### Gate families picked out

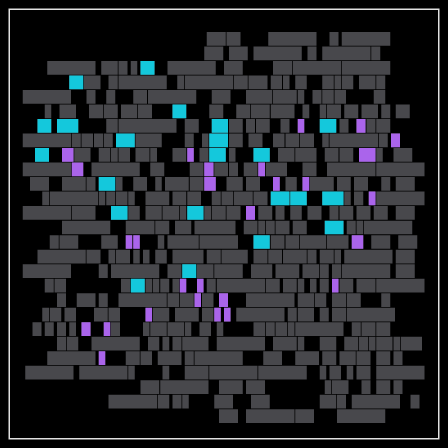
### I/O pins on the die edge

The bar under the picture is 20 um long. Pins as bars across the die edge, other pins in grey.
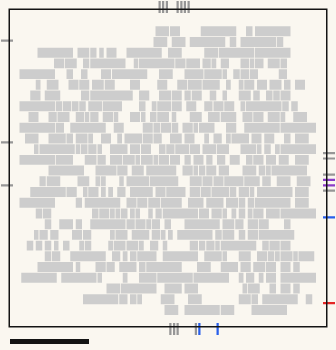
### Close-up of the layout

The bar under the picture is 5 um long. Window x 30 to 50, y 46 to 66 um. Cells in grey, sequential cells in the stronger grey; small squares are vias.
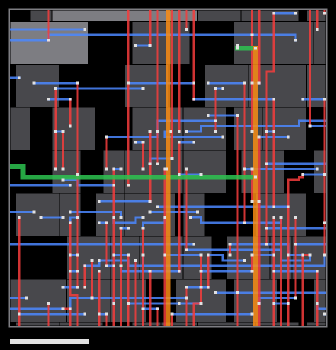
### Clock wiring as the flow saved it

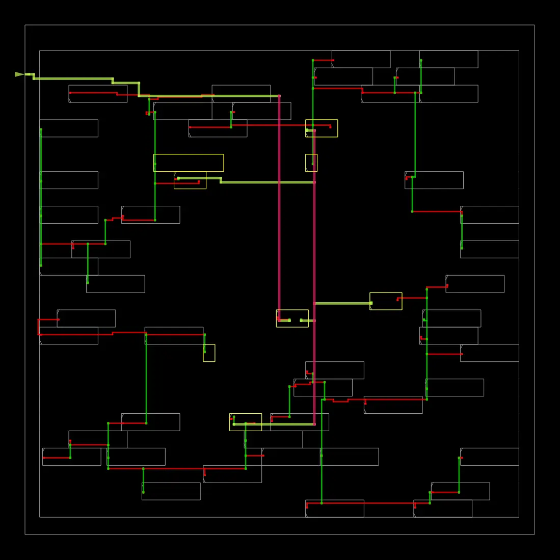
### Signal metal coverage by tile

16 x 16 tiles, from white (low) to dark blue (high), scaled to the fullest tile. Values are wire area over tile area, all layers added.
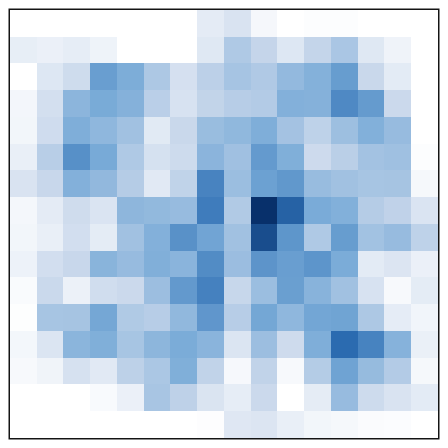
Design finish_tracker, sky130hd; sources not shown.
==> results_dict.tcl <==
# flow metrics
set metrics [dict create \
    yosys_most_used_dff "dfrtp_1" \
    simple_gate_share 0.209 \
    gr-total-overflow 0 \
    final_hold_viol_count 9 \
    flops 46 \
    critPathArrivalTime_ns 2.84 \
    largest_reg_flops 32 \
    syn_area_per_cell_sq_um 9.00 \
    hold_slack_ns -0.0131 \
    edf_count 0 \
    setup_viol 0 \
    power.leakage_nw 1.62 \
    nNonClkBuffers 66 \
    tap_cells 72 \
    seq_share 0.301 \
    status "complete, but fails checks" \
    top_cell_area_share 0.374 \
    pg_comb_w 0.00193 \
    syn-instance-count 342 \
    clockBufferDepth 2 \
    grt_max_degree 47 \
    hpwl_um 5540 \
    top_cell "dfrtp_1" \
    hp-class "primary input to async pin" \
    ys_warn_count 0 \
    violations "negative hold slack" \
    areaGrowthSynthToFinish_pct 24.4 \
    gp_congestion 0.932 \
    drt_iter0_drc 144 \
    p_sw_frac 0.402 \
    ir_drop_mv 0.580 \
    worst_path_most_repeated_cell "ha_4" \
    ant_nets 0 \
    ctsResizeCount 1 \
    critPathMaxStageDelay_ns 0.43 \
    root_buffer "clkbuf_8" \
    crit_cells 9 \
    ys_cells 342 \
    postSynthSeqShare 0.374 \
    ys_chip_area_sq_um 3080 \
    grt_util_met3 0.0416 \
    mappedNetlistArea_sq_um 3080 \
    worstSkewPairLatency_ns 0.31 \
    ys_sh_mux 0.0163 \
    ys.flops 46 \
    met1_usage 0.323 \
    dp_slack_ns -0.251 \
    finalCritPeriodShare 0.977 \
    ys_types 68 \
    stdcell_area_sq_um 3830 \
    area.sequential_sq_um 1150 \
    firstDrtPassIters 4 \
    maxCapViolCount 0 \
    comb_cells 256 \
    drc 0 \
    reg2regPathDepth 9 \
    fp-utilization 0.555 \
    cp_num_buf_inv 1 \
    placed_area_sq_um 3630 \
    final_nets 430 \
    r2r_slack_ns 0.06 \
    clkTransAtPathRegs_ns 0.09 \
    highest_layer "met4" \
    fillers 451 \
    synthArstFlopShare 1.00 \
    rows 27 \
    slew_violations 0 \
    ys_sh_adder 0.0797 \
    io_pins 24 \
    p_seq_frac 0.257 \
    p_clk_frac 0.153 \
    grt_first_pass_wirelength_um 12400 \
    vias_per_cell 6.13 \
    grt_antenna_before_repair 0 \
    fin_ws_ns 0.0644 \
    netlist_logic_family_top "AND-OR/OR-AND gates" \
    dr_wl_met2_um 3530 \
    n_clock_buffer 5 \
    met2_usage 0.404 \
    worstMarginPinSlew_ns 1.02 \
    cp_max_fo 2 \
    worst_setup_path_end_kind "register" \
    placedCellCount 461 \
]
About 'Gate families picked out':
legend:
  non-inverting ao/oa cells:
    colour: cyan
    cells: 22
  nor cells:
    colour: purple
    cells: 28
combinational fraction of the cell area: 0.479
most frequent logic cell in the layout: dfrtp_1
fin cells: 473

About 'I/O pins on the die edge':
legend:
  reset:
    colour: red
    pins: 1
    direction: input
    edge: right
  busy_count:
    colour: blue
    pins: 3
    direction: output
    edge: 2 bottom, 1 right
  finish_manager_xact_id:
    colour: purple
    pins: 2
    direction: input
    edge: right
all pins by edge: 8 right, 7 top, 6 bottom, 3 left
IO Port Bufs: 23
chip width: 80.2 um
Die Ht: 80.2 um

About 'Close-up of the layout':
legend:
  M1:
    colour: blue
  M4:
    colour: orange
  M3:
    colour: green
  M2:
    colour: red
cells with their middle in the window: 36
most frequent: buf_4 (9), nor2_1 (3)
sequential cells in the window: 1

About 'Clock wiring as the flow saved it':
clk sinks: 46
TritonCTS Buffers: 5

About 'Signal metal coverage by tile':
fullest tile: 0.66
nearly empty tiles: 14%
densest ninth of the die: middle
mean over tiles: 0.18
tiles over half the peak: 13%
emptiest ninth of the die: bottom left
DRT Wirelength: 7390 um
Avg WL per Cell: 15.6 um
total number of vias: 2,900
total track usage: 0.249

